[config.mk]
export PLATFORM = sky130hd
export DESIGN_NAME = pswd_lock_ctrl
export DESIGN_NICKNAME = d
export VERILOG_FILES = /design/src/rtl/pswd_pkg.sv /design/src/rtl/pswd_idle_timer.sv /design/src/rtl/pswd_lock_ctrl.sv
export SDC_FILE = /design/constraint.sdc
export NUM_CORES = 1
export LEC_CHECK = 0
export CAP_MARGIN = 30
export CORE_MARGIN = 4
export CORE_UTILIZATION = 30
export DETAILED_ROUTE_END_ITERATION = 8
export PLACE_DENSITY_LB_ADDON = 0.3
export SLEW_MARGIN = 20
export SYNTH_ARGS = -nofsm -noshare
export SYNTH_HDL_FRONTEND = slang
export SYNTH_SLANG_ARGS = --single-unit
[constraint.sdc]
create_clock -name clk_i -period 2.65 [get_ports clk_i]
set_input_delay 0.53 -clock clk_i [delete_from_list [all_inputs] [get_ports clk_i]]
set_output_delay 0.53 -clock clk_i [all_outputs]
set_load 0.02 [all_outputs]
[src/rtl/pswd_pkg.sv]
// pswd_pkg: shared state encoding, BCD constants and counter widths for the password lock
package pswd_pkg;
  typedef enum logic [1:0] {
    WAITING  = 2'b00,
    EDITING  = 2'b01,
    UNLOCKED = 2'b10,
    ALARMING = 2'b11
  } state_e;
  localparam int BCD_W = 4;
  localparam logic [BCD_W-1:0] BCD_MAX = 4'd9;
  localparam int ERR_W = 4;
endpackage

[src/rtl/pswd_idle_timer.sv]
// pswd_idle_timer: idle cycle counter with terminal-count pulse
//   clk_i, reset_i : clock, async active-high reset
//   clr_i          : reload count to 0 (wins over en_i)
//   en_i           : advance count by one per cycle
//   max_i          : terminal value
//   tc_o           : high while enabled and count equals max_i
module pswd_idle_timer #(
  parameter int W = 8
) (
  input  logic         clk_i,
  input  logic         reset_i,
  input  logic         clr_i,
  input  logic         en_i,
  input  logic [W-1:0] max_i,
  output logic         tc_o
);
  logic [W-1:0] cnt_q, cnt_d;
  always_comb cnt_d = clr_i ? '0 : en_i ? cnt_q + 1'b1 : cnt_q;
  always_ff @(posedge clk_i or posedge reset_i) begin
    if (reset_i) cnt_q <= '0;
    else cnt_q <= cnt_d;
  end
  assign tc_o = en_i && (cnt_q == max_i);
endmodule

[src/rtl/pswd_lock_ctrl.sv]
// pswd_lock_ctrl: BCD password lock with entry register, error lockout, idle timeouts and password change
//   clk_i, reset_i            : clock, async active-high reset
//   edit_req_i/load_i/del_i/ok_i/set_pswd_i/admin_clear_i : one-cycle strobes
//   digit_i                   : BCD digit to shift in
//   state_out_o               : 00 WAITING, 01 EDITING, 10 UNLOCKED, 11 ALARMING
//   entry_o/entry_len_o       : entered digits (newest in [3:0]) and their count
//   err_count_o               : consecutive wrong attempts
//   match_o/mismatch_o/reject_o : one-cycle result pulses
module pswd_lock_ctrl
  import pswd_pkg::*;
#(
  parameter int unsigned DIGITS         = 4,
  parameter int unsigned MAX_ERRORS     = 3,
  parameter int unsigned EDIT_TIMEOUT   = 10_000_000,
  parameter int unsigned UNLOCK_TIMEOUT = 20_000_000,
  parameter logic [4*DIGITS-1:0] INIT_PSWD = 16'h1234,
  localparam int EW = BCD_W * DIGITS,
  localparam int LW = $clog2(DIGITS + 1)
) (
  input  logic             clk_i,
  input  logic             reset_i,
  input  logic             edit_req_i,
  input  logic             load_i,
  input  logic             del_i,
  input  logic [BCD_W-1:0] digit_i,
  input  logic             ok_i,
  input  logic             set_pswd_i,
  input  logic             admin_clear_i,
  output logic [1:0]       state_out_o,
  output logic [EW-1:0]    entry_o,
  output logic [LW-1:0]    entry_len_o,
  output logic [ERR_W-1:0] err_count_o,
  output logic             match_o,
  output logic             mismatch_o,
  output logic             reject_o
);
  localparam int unsigned TMAX = (EDIT_TIMEOUT > UNLOCK_TIMEOUT) ? EDIT_TIMEOUT : UNLOCK_TIMEOUT;
  localparam int TW = $clog2(TMAX + 1);
  localparam logic [ERR_W-1:0] ERR_MAX = ERR_W'(MAX_ERRORS);
  localparam logic [LW-1:0] LEN_FULL = LW'(DIGITS);

  state_e           state_q, state_d;
  logic [EW-1:0]    entry_q, entry_d, pswd_q, pswd_d;
  logic [LW-1:0]    len_q, len_d;
  logic [ERR_W-1:0] err_q, err_d, err_inc;
  logic             match_q, match_d, mismatch_q, mismatch_d, reject_q, reject_d;
  logic             session, full, tmr_clr, tmr_tc;
  logic [TW-1:0]    tmr_max;

  assign session = (state_q == EDITING) || (state_q == UNLOCKED);
  assign full    = (len_q == LEN_FULL);
  assign err_inc = (err_q == ERR_MAX) ? err_q : err_q + 1'b1;
  assign tmr_max = (state_q == EDITING) ? TW'(EDIT_TIMEOUT - 1) : TW'(UNLOCK_TIMEOUT - 1);

  // Timer runs only inside a session; outside it is held cleared.
  pswd_idle_timer #(.W(TW)) u_timer (
    .clk_i   (clk_i),
    .reset_i (reset_i),
    .clr_i   (tmr_clr || !session),
    .en_i    (session),
    .max_i   (tmr_max),
    .tc_o    (tmr_tc)
  );

  // Event chain is ordered by priority; only the first matching event acts.
  always_comb begin
    state_d    = state_q;
    entry_d    = entry_q;
    len_d      = len_q;
    err_d      = err_q;
    pswd_d     = pswd_q;
    match_d    = 1'b0;
    mismatch_d = 1'b0;
    reject_d   = 1'b0;
    tmr_clr    = 1'b0;
    if (admin_clear_i) begin
      err_d = '0;
      if (state_q == ALARMING) state_d = WAITING;
    end else if (tmr_tc) begin
      state_d = WAITING;
      entry_d = '0;
      len_d   = '0;
    end else if (state_q == WAITING) begin
      if (edit_req_i) begin
        state_d = EDITING;
        entry_d = '0;
        len_d   = '0;
      end
    end else if (session && ok_i) begin
      entry_d = '0;
      len_d   = '0;
      if (state_q == UNLOCKED) begin
        state_d = WAITING;
      end else if (full && entry_q == pswd_q) begin
        match_d = 1'b1;
        err_d   = '0;
        state_d = UNLOCKED;
        tmr_clr = 1'b1;
      end else begin
        mismatch_d = 1'b1;
        err_d      = err_inc;
        if (err_inc == ERR_MAX) state_d = ALARMING;
      end
    end else if (state_q == UNLOCKED && set_pswd_i) begin
      if (full) begin
        pswd_d  = entry_q;
        entry_d = '0;
        len_d   = '0;
        tmr_clr = 1'b1;
      end else begin
        reject_d = 1'b1;
      end
    end else if (session && del_i) begin
      if (len_q != '0) begin
        entry_d = entry_q >> BCD_W;
        len_d   = len_q - 1'b1;
        tmr_clr = 1'b1;
      end
    end else if (session && load_i) begin
      if (digit_i > BCD_MAX || full) begin
        reject_d = 1'b1;
      end else begin
        entry_d = EW'({entry_q, digit_i});
        len_d   = len_q + 1'b1;
        tmr_clr = 1'b1;
      end
    end
  end

  always_ff @(posedge clk_i or posedge reset_i) begin
    if (reset_i) begin
      state_q    <= WAITING;
      entry_q    <= '0;
      len_q      <= '0;
      err_q      <= '0;
      pswd_q     <= INIT_PSWD;
      match_q    <= 1'b0;
      mismatch_q <= 1'b0;
      reject_q   <= 1'b0;
    end else begin
      state_q    <= state_d;
      entry_q    <= entry_d;
      len_q      <= len_d;
      err_q      <= err_d;
      pswd_q     <= pswd_d;
      match_q    <= match_d;
      mismatch_q <= mismatch_d;
      reject_q   <= reject_d;
    end
  end

  assign state_out_o = state_q;
  assign entry_o     = entry_q;
  assign entry_len_o = len_q;
  assign err_count_o = err_q;
  assign match_o     = match_q;
  assign mismatch_o  = mismatch_q;
  assign reject_o    = reject_q;
endmodule

### Clock wiring as the flow saved it

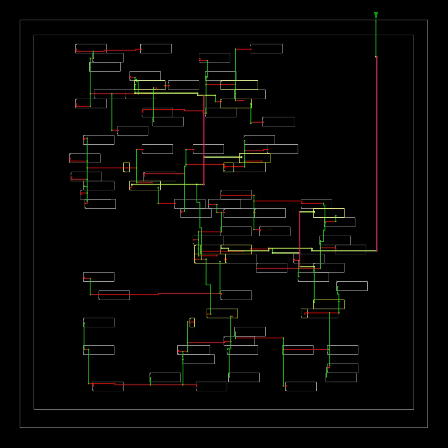
Clock Buffer Count: 10
Latency at later pin: 0.33 ns
total CTS buffers: 9
P_clk: 0.00116 W
Clock Skew: 0.00614 ns

### PDN straps and rails

Drawn at 3 px/micron. Pins as bars on the die edge. Tap cells in grey.
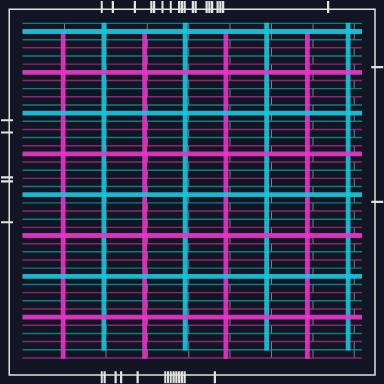
legend:
  cyan:
    net: VDD
  magenta:
    net: VSS
tap cells: 172
met5 straps: 8
signal pins: 40

==> reports/results.tsv <==
metric	value	unit
Net count, final	455	
Top cell area share	41.5	%
Pre-antenna DRT Iters	4	
I/O pins	40	
CP Launch Type	flip-flop	
first-pass GRT wire length	15.5	mm
Reg area	1740	sq um
TritonCTS sink count	69	
Max stage delay on crit path	0.57	ns
Yosys top cell by instances	dfrtp_1	
Final Routed Wirelength	9.01	mm
vias per cell	4.77	
H-tree levels	3	
Worst Path Buf+Inv	3	
Post-synth ARST share	100	%
Placed Instance Area	4610	sq um
overall power	0.00330	W
Syn Inst Count	371	
Final Hold Viols	0	
Pint	0.00226	W
Hold WC Path Type	reg -> reg	
combinational gate area	1960	sq um
Critical Path RT	2.87	ns
die outline width	121	microns
1st-iter DRT viols	170	
Unique masters post-synth	59	
max_cap viols	0	
initial antenna violation count	0	
FP Rows	41	
Post-CTS Resized	0	
Final Cell Area	4910	sq um
Synth area leaders	dfrtp_1, xor2_1, nor2_1, nand2_1, mux2_4	
via count	2919	
n_diodes	0	
post-synth area from yosys stat	3860	sq um
PD cells	672	nW/um^2
sequential-to-total area share from yosys stat	44.9	%
flip-flops with a built-in enable	0	
slew margin rel.	66.4	%
most used cell, CP	buf_12	
crit path capture type	flip-flop	
synth-to-layout area growth	27.2	%
Final ANT Viol Nets	0	
Clock Power Share	35.1	%
Worst-Margin Slew	0.504	ns
GPL Wtd Cong	0.869	
max frequency	413	MHz
ys flops	69	
min cycle time layout	2.42	ns
Ys Warns	0	
Max VDD drop	0.331	mV
combinational share of power	29.3	%
Crit Path Class	reg -> reg	
CP max FO	25	
# port buffers	39	
Worst Path Arrival	2.63	ns
Post-synth top cells	dfrtp_1, nor2_1, nand2_1	
Final HPWL DP	6.48	mm
Clock Pin Slew Worst Setup and Hold Paths	0.06	ns
stage-log warning count	29	
Yosys top cell by area	dfrtp_1	
Final Max Tran Viols	0	
layout cells sized above 1	17.5	%
Final Hold Slack	0.483	ns
die area	14700	sq um
syn_area_per_cell	10.4	sq um
slowest CP cell	or4b_1	
gr ovfl total	0	
static leakage	2.19	nW
Pre-Place Util	30.6	%
filler cell count	1255	
Post-Syn Nets	390	
Seq pwr share	35.7	%
Synth Flop Type	dfrtp_1	
Max Buffers Root-to-Sink	2	
DRC errors left	0	
Net Sw Power	0.00104	W
number of setup violations in the final report	0	
largest net degree at the start of global routing	38	
Tcrit/Tclk final	91.3	%
status	complete, no violations	
critical path, cell by cell	inv_1, ha_1, buf_12, nand2_1, o31ai_4, o21ai_0, or4b_1, o211ai_4, buf_12, nor2_1	
number of global-route vias before repair	2995	
### Local utilization

Drawn at 3 px/micron. The die is cut into 12 by 12 equal tiles; white is low, dark blue is high, 0 to 100% covered.
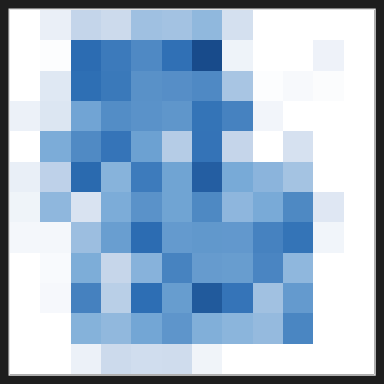
emptiest ninth of the die: upper right
mean over tiles: 32%
nearly empty tiles: 29%
fullest tile: 89%
tiles over 75% full: 4.2%
Finished Core Util: 38.9%
Core Region: 12600 sq um

### Signal wires by layer

Drawn at 4 px/micron.
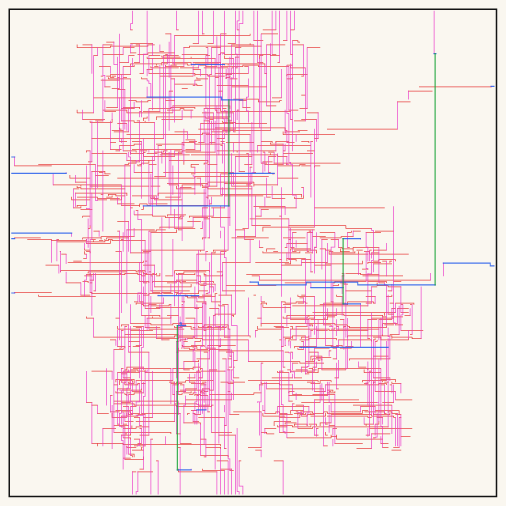
legend:
  blue:
    layer: met3
    wire_length: 216 microns
  red:
    layer: met1
    wire_length: 4210 microns
  green:
    layer: met4
    wire_length: 137 microns
  magenta:
    layer: met2
    wire_length: 4450 microns
GRT Util Overall: 13.4%
Routed WL per cell: 14.7 microns

sequential cells by signal (all words and copies together) (netlist names):
name and cells:
entry_len_o 3, state_out_o 2, entry_o 16, u_timer.cnt_q 25
reject_o 1, match_o 1, pswd_q 16, err_count_o 4
mismatch_o 1
layout make-up:
type                            count  share of cell area [%]
Timing Repair Buffer               68                    13.7
Inverter                           11                   0.841
Multi-Input combinational cell    277                    40.0
Clock buffer                       10                    4.67
Tap cell                          172                    4.39
Sequential cell                    69                    35.4
Clock inverter                      5                    1.07
final timing paths:
kind,to,startpoint,slack [ns],depth (start not counted)
worst max-delay path,u_timer.cnt_q[3],state_out_o[0],0.23,10
worst min-delay path,u_timer.cnt_q[0],u_timer.cnt_q[0],0.48,1
worst max register to register,u_timer.cnt_q[3],state_out_o[0],0.23,10
worst min register to register,u_timer.cnt_q[0],u_timer.cnt_q[0],0.48,1
max in group asynchronous,pswd_q[12],reset_i,1.46,3
min in group asynchronous,pswd_q[1],reset_i,0.56,2
power by group through the flow:
stage                     registers, W  logic [W]  clock network (W)
final                          0.00118   0.000965            0.00116
after floorplan                0.00125   0.000547                  0
after CTS                      0.00118   0.000977            0.00120
after global routing           0.00119    0.00107            0.00124
after global placement         0.00119   0.000966                  0
after detailed placement       0.00120   0.000972                  0
stage by stage:
step	worst slack [ns]	setup TNS (ns)	instances
6_report	0.232	0	612
5_1_grt	-0.00534	-0.00534	612
4_1_cts	0.127	0	610
3_5_place_dp	-0.0338	-0.599	595
3_3_place_gp	0.0445	0	595
2_1_floorplan	0.0290	0	371
per-layer routing:
metal / wire [microns] / track usage (%) / vias up
li1: - / - / 1440
met5: 0 / 0 / -
met3: 216 / 3.22 / 10
met1: 4210 / 17.4 / 1441
met4: 136 / 5.39 / 0
met2: 4450 / 21.3 / 28
worst reg2reg max path: stages, from the launching register on:
cell      delay (ns)
dfrtp_2         0.37
inv_1           0.06
ha_1            0.34
buf_12          0.14
nand2_1         0.11
o31ai_4         0.22
o21ai_0         0.12
or4b_1          0.57
o211ai_4        0.12
buf_12          0.19
nor2_1          0.07
logic make-up after synthesis:
group                      count (synthesis)  synth area share [%]
and+or+nand+nor                          149                  20.4
DFF                                       69                  44.9
AOI/OAI and AO/OA                         53                  10.1
xor gates and xnor gates                  39                  8.85
muxes                                     29                  9.01
buffers and inverters                     25                  4.22
adders and majority gates                  7                  2.46
repair_timing:
action,4_1_cts,5_1_grt
buffers inserted,0,2
hold buffers,0,0
setup endpoints to repair,0,1
placed cells by master (no fill, tap or decap), types with 4 or more instances in the layout:
cell,Yosys,final
a21o_1,4,4
a21oi_1,6,6
a32o_1,4,4
and3_1,10,10
buf_12,0,5
buf_4,1,24
clkbuf_16,0,9
clkdlybuf4s50_1,0,39
dfrtp_1,64,62
dfstp_2,5,5
ha_1,6,6
inv_1,10,9
mux2_2,6,6
mux2_4,10,10
mux2i_1,13,13
nand2_1,41,41
nand3_1,9,9
nand4_1,11,11
nor2_1,43,43
nor3_1,8,8
nor4_1,6,6
o21ai_0,16,16
o21ai_1,5,5
xnor2_1,14,14
xor2_1,25,25
Power and IR drop assume default switching activity.
